==> src/rtl/hazard_stall_ctrl.sv <==
// -----------------------------------------------------------------------------
// hazard_stall_ctrl
//
// Pipeline hazard and multi-cycle scheduling controller for the 5-stage MIPS
// core. Sits beside the forwarding logic in ID and does the following:
//   - Detects load-use hazards that forwarding cannot resolve.
//   - Sequences the shared multiply/divide unit: issue, busy tracking and the
//     HI/LO read interlock.
//   - Drives the pipeline write enables, the ID/EX bubble and the IF/ID flush.
//   - Keeps a saturating count of stalled cycles.
//
// Parameters
//   MUL_LAT  multiply latency in cycles (>=1)
//   DIV_LAT  divide latency in cycles (>=1)
//   CNT_W    latency counter width, must hold max(MUL_LAT, DIV_LAT)
//   STAT_W   stall statistics counter width
//
// Ports
//   CLK, Reset_L          clock (rising edge) / async active-low reset
//   ID_Rs, ID_Rt          source registers of the instruction in ID
//   ID_UsesRs, ID_UsesRt  the ID instruction really reads Rs / Rt
//   EX_Rw, EX_MemRead     destination / is-load of the instruction in EX
//   ID_MulDiv, ID_IsDiv   ID holds MULT(U)/DIV(U); ID_IsDiv selects divide
//   ID_ReadsHiLo          ID holds MFHI/MFLO
//   ID_BranchTaken        branch/jump in ID resolved taken
//   ClrStats              synchronous clear of StallCount
//   PCWrite, IFID_Write   pipeline front-end write enables
//   IDEX_Bubble           zero control fields entering ID/EX
//   IFID_Flush            squash the instruction in IF/ID
//   MD_Start, MD_IsDiv    one-cycle issue pulse and operation select
//   MD_Busy, MD_Done      unit occupied / final cycle of the operation
//   StallCount            saturating count of stalled cycles
// -----------------------------------------------------------------------------
module hazard_stall_ctrl #(
   parameter int MUL_LAT = 4,
   parameter int DIV_LAT = 32,
   parameter int CNT_W   = 6,
   parameter int STAT_W  = 16
) (
   input  logic              CLK,
   input  logic              Reset_L,
   input  logic [4:0]        ID_Rs,
   input  logic [4:0]        ID_Rt,
   input  logic              ID_UsesRs,
   input  logic              ID_UsesRt,
   input  logic [4:0]        EX_Rw,
   input  logic              EX_MemRead,
   input  logic              ID_MulDiv,
   input  logic              ID_IsDiv,
   input  logic              ID_ReadsHiLo,
   input  logic              ID_BranchTaken,
   input  logic              ClrStats,
   output logic              PCWrite,
   output logic              IFID_Write,
   output logic              IDEX_Bubble,
   output logic              IFID_Flush,
   output logic              MD_Start,
   output logic              MD_IsDiv,
   output logic              MD_Busy,
   output logic              MD_Done,
   output logic [STAT_W-1:0] StallCount
);

   typedef enum logic {
      MD_IDLE = 1'b0,
      MD_RUN  = 1'b1
   } mdState_t;

   localparam logic [CNT_W-1:0] MUL_CNT = CNT_W'(MUL_LAT);
   localparam logic [CNT_W-1:0] DIV_CNT = CNT_W'(DIV_LAT);
   localparam logic [CNT_W-1:0] CNT_ONE = CNT_W'(1);

   mdState_t          stateReg, stateNext;
   logic [CNT_W-1:0]  cntReg, cntNext;
   logic              doneReg, doneNext;
   logic [STAT_W-1:0] statReg;

   logic loadUse;
   logic mdStall;
   logic stall;
   logic mdStart;

   // Hazard detection. r0 is never a real dependency.
   assign loadUse = EX_MemRead && (EX_Rw != 5'd0) &&
                    ((ID_UsesRs && (EX_Rw == ID_Rs)) ||
                     (ID_UsesRt && (EX_Rw == ID_Rt)));

   // A new mul/div may issue in the Done cycle (the unit frees up at the end
   // of it), but an MFHI/MFLO must wait until HI/LO have been written.
   assign mdStall = (ID_ReadsHiLo && MD_Busy) ||
                    (ID_MulDiv && MD_Busy && !doneReg);

   // During reset all control outputs take their pass-through values.
   assign stall   = (loadUse || mdStall) && Reset_L;
   assign mdStart = ID_MulDiv && !stall && Reset_L;

   assign PCWrite     = !stall;
   assign IFID_Write  = !stall;
   assign IDEX_Bubble = stall;
   assign IFID_Flush  = ID_BranchTaken && !stall && Reset_L;
   assign MD_Start    = mdStart;
   assign MD_IsDiv    = ID_IsDiv && mdStart;

   // Busy/Done come straight from flops so the mul/div unit sees clean levels.
   assign MD_Busy    = (stateReg == MD_RUN);
   assign MD_Done    = doneReg;
   assign StallCount = statReg;

   // Mul/div sequencer: next-state logic
   always_comb begin
      stateNext = stateReg;
      cntNext   = cntReg;
      if (mdStart) begin
         stateNext = MD_RUN;
         cntNext   = ID_IsDiv ? DIV_CNT : MUL_CNT;
      end else if (stateReg == MD_RUN) begin
         if (cntReg == CNT_ONE) begin
            stateNext = MD_IDLE;
            cntNext   = '0;
         end else begin
            cntNext = cntReg - CNT_ONE;
         end
      end
      // Pre-decode Done one cycle early so it is a registered signal.
      doneNext = (stateNext == MD_RUN) && (cntNext == CNT_ONE);
   end

   // Mul/div sequencer: state register
   always_ff @(posedge CLK or negedge Reset_L) begin
      if (!Reset_L) begin
         stateReg <= MD_IDLE;
         cntReg   <= '0;
         doneReg  <= 1'b0;
      end else begin
         stateReg <= stateNext;
         cntReg   <= cntNext;
         doneReg  <= doneNext;
      end
   end

   // Stall statistics: clear wins, otherwise count stalled cycles and stick at
   // all ones.
   always_ff @(posedge CLK or negedge Reset_L) begin
      if (!Reset_L) begin
         statReg <= '0;
      end else if (ClrStats) begin
         statReg <= '0;
      end else if (stall && (statReg != {STAT_W{1'b1}})) begin
         statReg <= statReg + STAT_W'(1);
      end
   end

endmodule
==> config.mk <==
export PLATFORM = sky130hd
export DESIGN_NAME = hazard_stall_ctrl
export DESIGN_NICKNAME = d
export VERILOG_FILES = /design/src/rtl/hazard_stall_ctrl.sv
export SDC_FILE = /design/constraint.sdc
export NUM_CORES = 1
export LEC_CHECK = 0
export CAP_MARGIN = 30
export CORE_MARGIN = 2
export CORE_UTILIZATION = 35
export DETAILED_ROUTE_END_ITERATION = 7
export RECOVER_POWER = 25
export SLEW_MARGIN = 25
export SYNTH_ARGS = -nofsm -noshare
export SYNTH_HDL_FRONTEND = slang
export SYNTH_SLANG_ARGS = --single-unit
==> constraint.sdc <==
create_clock -name CLK -period 3.1 [get_ports CLK]
set_clock_uncertainty 0.15 [all_clocks]
set_input_delay 0.62 -clock CLK [delete_from_list [all_inputs] [get_ports CLK]]
set_output_delay 0.62 -clock CLK [all_outputs]
set_load 0.005 [all_outputs]
==> run_1/flops_by_reg.png <==
Other sequential cells in the stronger gray, the rest of the logic in the fainter gray.
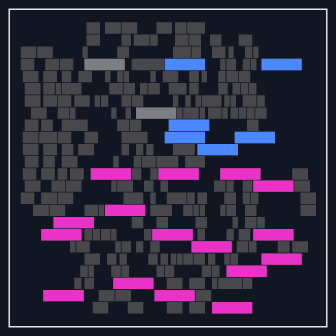
`StallCount` -> magenta  # sequential cells 16
`cntReg` -> blue  # sequential cells 6

==> run_1/placement_by_type.png <==
Bar = 20 um. Fill, decap, tap and diode cells in gray.
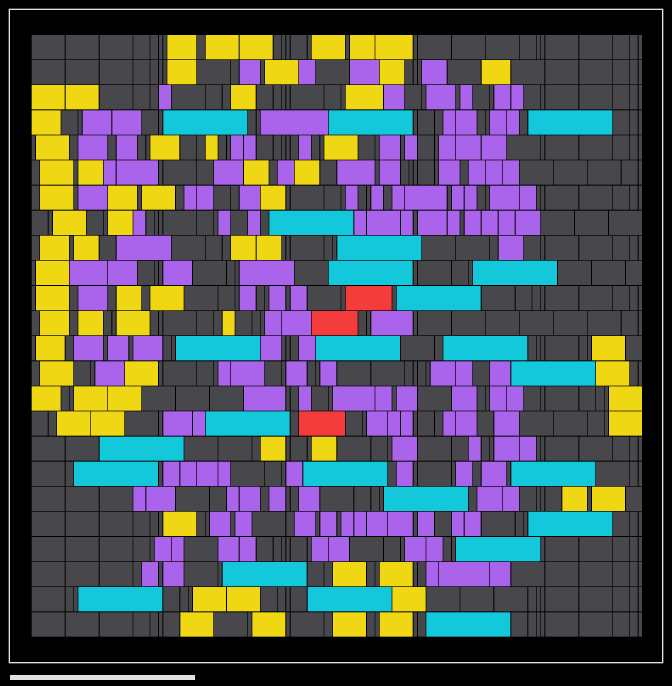
combinational and other logic -> purple  # cells 147
clock drivers -> red  # cells 3
remaining buffers and delay cells -> yellow  # cells 67
sequential cells -> cyan  # cells 24

==> run_1/clocks.png <==
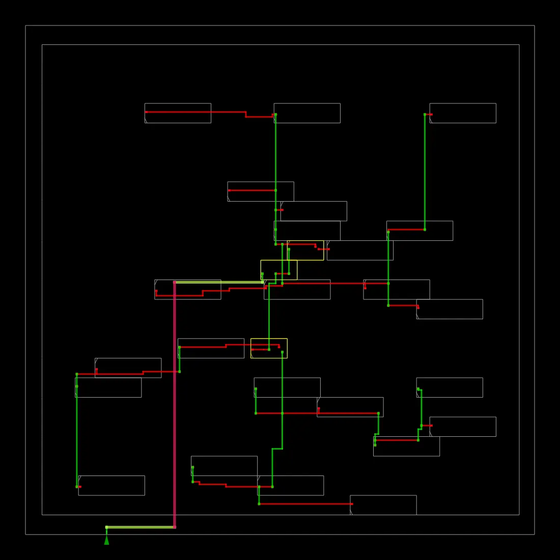
CLK BUF: 3
P_clk: 185 uW
# clock sinks: 24

==> run_1/power_grid.png <==
Pins as bars on the die edge.
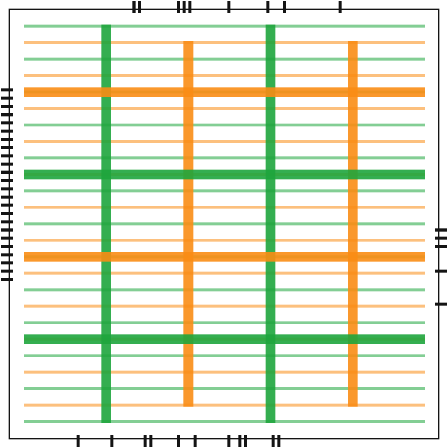
VDD -> orange
VSS -> green
met5 straps = 4
rows = 24
met1 rails = 25

==> notes.md, run 1 <==
yosys + openroad results -> run status complete, no violations, Clock Latency Late Sink 260 ps, total congestion overflow 0, Comb/total area 39.7%, Clk pwr share 17.7%, Setup Viol. Count Final 0, M2 GR Usage 25.2%, yosys simple share 25.7%, r2r startpoint StallCount[3]$_DFFE_PN0P_, CTS Hold Bufs 0, floorplan utilization 36.0%, Worst-path clk slew 80 ps, critical path launch point EX_Rw[4], Comb gates 137, Adder Area Share 2.41%, CTS root buf clkbuf_8, yosys xor share 7.32%, static leakage 0.900 nW, post-synth net total 206, crit path cell chain dlygate4sd2_1 > or4_4 > o21ai_4 > inv_2 > a211oi_4 > and2_4 > clkdlybuf4s15_2, met1 Use GR 21.3%, flip-flops 24, Worst Path Arrival 2240 ps, met3 WL 173 um, clock buffer depth 2, Final Max Tran Viols 0, biggest area consumer among synthesized cells dfrtp_1, hold path depth 2, Vias 1516, Post-Route Setup TNS 0 ps, detailed-route DRC error count 0, I/O pin cnt 49, top cells by count dfrtp_1 (24), a21oi_1 (18), nand2_1 (16), fin cells 293, total core area 4320 um^2, Slowest cell on crit path or4_4, slew margin rel. 25.7%, Port-buffer cells 48, # Max-Cap Violations 0, Syn-to-layout area delta 44.3%, global-route wire length before repair 6.30 mm, register area share after synthesis 38.6%, DR WL/cell 12.8 um, Avg Inst Size Synth 8.74 um^2, Num CTS Buffers 3, Area leader share 38.6%, PostCTS Resize Cnt 18, sum of buffers and inverters on the critical path 3, Hold Path End cntReg[1]$_DFF_PN0_, synthesis area per yosys 1560 um^2, antenna violations before repair 0, Post-Syn Area 1560 um^2, number of non-clock inverters 10, switching part of the total 36.0%, Seq/total area 26.8%, Area contributors post-synth dfrtp_1 (39%), a21oi_1 (5.8%), xnor2_1 (5.6%), Top class by area multi-input combinational cells, largest net degree at the start of global routing 21, final critical-path required period 3010 ps, routed vias/inst 5.17, Crit Path Category primary input to primary output, crit path capture MD_IsDiv, Layout fillers 440, worst min-delay path startpoint cntReg[1]$_DFF_PN0_, Top power group sequential cells, Die H 70.7 um, WHS 396 ps, Hold Fails Final Rpt 0, sequential cell area 601 um^2, capturing point of the worst reg2reg path StallCount[10]$_DFFE_PN0P_, yosys aoi share 17.9%, vias in the first global route 1436, Psw 377 uW, fraction of power consumed by sequential logic 41.6%, Int Power 670 uW, Yosys top cell by instances dfrtp_1, diodes inserted 0, RSZ-0062 raised after global routing no, Metal-1 WL 1.76 mm, layout cells sized above 1 14.9%, Tcrit/Tclk final 97.1%, CP required 2330 ps, Final nets 271, PD cells 467 nW/um^2, crit path max fanout 2, startpoint types primary input
==> inputs of run 2 (changes only) <==
--- a/config.mk
+++ b/config.mk
@@ -5,9 +5,10 @@
 export SDC_FILE = /design/constraint.sdc
 export NUM_CORES = 1
 export LEC_CHECK = 0
+export ABC_CLOCK_PERIOD_IN_PS = 3100
 export CAP_MARGIN = 30
 export CORE_MARGIN = 2
-export CORE_UTILIZATION = 35
+export CORE_UTILIZATION = 30
 export DETAILED_ROUTE_END_ITERATION = 7
 export RECOVER_POWER = 25
 export SLEW_MARGIN = 25
==> run_2/flops_by_reg.png <==
Other sequential cells in the stronger gray, the rest of the logic in the fainter gray.
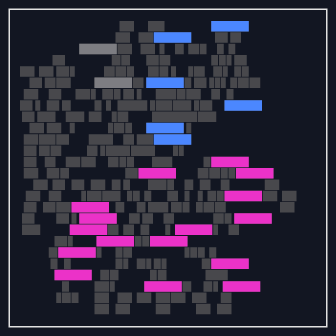
`StallCount` -> magenta  # sequential cells 16
`cntReg` -> blue  # sequential cells 6
not colored = 2

==> run 2 against run 1 <==
  * Cell area grew 5.1%
  * Critical path depth stayed put
  * Routed wire length rose by 5.6%
  * Sequential share of layout area is 1.3 points lower
  * Hold slack improved by 32 ps
  * Critical path type unchanged
  * Global-route usage is 1.4 points lower
  * Clock power rose by about 50%
  * Combinational power is about 10% higher
==> notes.md, run 2 <==
yosys + openroad results -> run status complete, no violations, Metal-1 WL 1.68 mm (-4.6%), layout cells sized above 1 17.7% (+2.8 points), Seq/total area 25.5% (-1.3 points), CTS Hold Bufs 0 (unchanged), Comb/total area 38.1% (-1.6 points), Avg Inst Size Synth 8.74 um^2 (unchanged), met1 Use GR 18.0% (-3.3 points), sum of buffers and inverters on the critical path 3 (unchanged), startpoint types primary input, sequential cell area 601 um^2 (unchanged), clock buffer depth 2 (unchanged), Tcrit/Tclk final 97.8% (+0.70 points), worst min-delay path startpoint StallCount[14]$_DFFE_PN0P_, yosys xor share 7.32% (unchanged), number of non-clock inverters 10 (unchanged), PD cells 498 nW/um^2 (+6.6%), Final nets 277 (+2.2%), antenna violations before repair 0 (unchanged), register area share after synthesis 38.6% (unchanged), diodes inserted 0 (unchanged), crit path cell chain dlygate4sd2_1 > or4_4 > o21ai_4 > inv_2 > a211oi_4 > and2_4 > clkdlybuf4s15_2, Area contributors post-synth dfrtp_1 (39%), a21oi_1 (5.8%), xnor2_1 (5.6%), crit path capture MD_IsDiv, CP required 2330 ps (about the same), Vias 1537 (+1.4%), largest net degree at the start of global routing 18 (-14%), Top power group combinational cells, # Max-Cap Violations 0 (unchanged), Die H 76 um (+7.6%), Clk pwr share 23.6% (+5.9 points), capturing point of the worst reg2reg path StallCount[14]$_DFFE_PN0P_, DR WL/cell 12.4 um (-2.7%), CLK BUF 3 (unchanged), Worst Path Arrival 2260 ps (+20 ps), Clock Latency Late Sink 270 ps (about the same), Post-Syn Area 1560 um^2 (unchanged), Slowest cell on crit path or4_4, P_clk 277 uW (+50%), static leakage 0.967 nW (+7.5%), slew margin rel. 36.0% (+10 points), Layout fillers 505 (+15%), Hold Path End StallCount[14]$_DFFE_PN0P_, Hold Fails Final Rpt 0 (unchanged), Yosys top cell by instances dfrtp_1, crit path max fanout 2 (unchanged), Psw 396 uW (+5.1%), # clock sinks 24 (unchanged)
==> inputs of run 3 (changes only) <==
--- a/config.mk
+++ b/config.mk
@@ -9,6 +9,7 @@
 export CAP_MARGIN = 30
 export CORE_MARGIN = 2
 export CORE_UTILIZATION = 30
+export CTS_CLUSTER_SIZE = 14
 export DETAILED_ROUTE_END_ITERATION = 7
 export RECOVER_POWER = 25
 export SLEW_MARGIN = 25
==> run_3/detail.png <==
Region (0, 26) to (50, 76) um. Cells in gray, sequential cells in the stronger gray; small squares are vias.
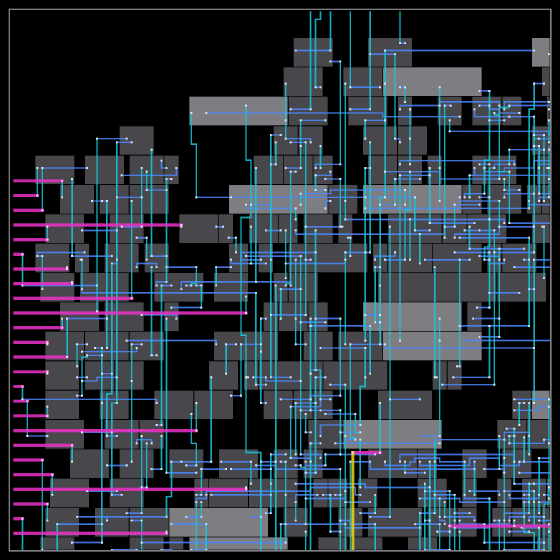
metal 2 -> cyan
metal 3 -> magenta
metal 1 -> blue
metal 4 -> yellow
sequential cells in the window = 8
cells with their middle in the window = 146
netlist names of flops here include = `cntReg` (4), `StallCount` (2)
most frequent = clkdlybuf4s50_1 (20), buf_4 (17), xnor2_1 (10)

==> run 3 against run 2 <==
  * Die area unchanged
  * Non-clock buffer count is the same
  * Combinational power about the same
  * Count of clock-buffer cells in the layout did not move
  * Register-to-register slack hardly changed
  * Area after synthesis did not move
  * Critical path type unchanged
  * Largest power group unchanged
  * Highest routed layer unchanged
==> notes.md, run 3 <==
yosys + openroad results -> Clk pwr share 23.6% (about the same), Hold Fails Final Rpt 0 (unchanged), Clock Latency Late Sink 270 ps (about the same), Final nets 277 (unchanged), ClkCell Share 3.02%, final critical-path required period 3030 ps, static leakage 0.967 nW (unchanged), worst min-delay path startpoint StallCount[14]$_DFFE_PN0P_, met1 Use GR 18.0% (unchanged), Slowest cell on crit path or4_4, site row count 26, Tcrit/Tclk final 97.8% (unchanged), Psw 396 uW (unchanged), Post-synth ARST share 100%, Worst Path Arrival 2260 ps (about the same), sequential cell area 601 um^2 (unchanged), Layout fillers 505 (unchanged), # clock sinks 24 (unchanged), Placer Congestion 0.790, Area contributors post-synth dfrtp_1 (39%), a21oi_1 (5.8%), xnor2_1 (5.6%), Die W 76 um, clock buffer depth 2 (unchanged), crit path max fanout 2 (unchanged), diodes inserted 0 (unchanged), crit path capture MD_IsDiv, # Max-Cap Violations 0 (unchanged), P_clk 277 uW (about the same), run status complete, no violations, I/O pin cnt 49, Seq/total area 25.5% (unchanged), antenna violations before repair 0 (unchanged), largest net degree at the start of global routing 18 (unchanged), Top class by area multi-input combinational cells, CLK BUF 3 (unchanged), DR WL/cell 12.4 um (unchanged), Yosys top cell by instances dfrtp_1, Hold Path End StallCount[14]$_DFFE_PN0P_, layout cells sized above 1 17.7% (unchanged), crit path cell chain dlygate4sd2_1 > or4_4 > o21ai_4 > inv_2 > a211oi_4 > and2_4 > clkdlybuf4s15_2, post-synth net total 206, register area share after synthesis 38.6% (unchanged), startpoint types primary input, Metal-1 WL 1.68 mm (unchanged), Vias 1537 (unchanged), yosys xor share 7.32% (unchanged), starting DRC count in detailed routing 119, Post-Syn Area 1560 um^2 (unchanged), Die H 76 um (unchanged), slew margin rel. 36.0% (unchanged), capturing point of the worst reg2reg path StallCount[14]$_DFFE_PN0P_, number of non-clock inverters 10 (unchanged), sum of buffers and inverters on the critical path 3 (unchanged), met3 WL 225 um, CTS Hold Bufs 0 (unchanged), CP max stage delay 550 ps
Power and IR drop assume default switching activity.
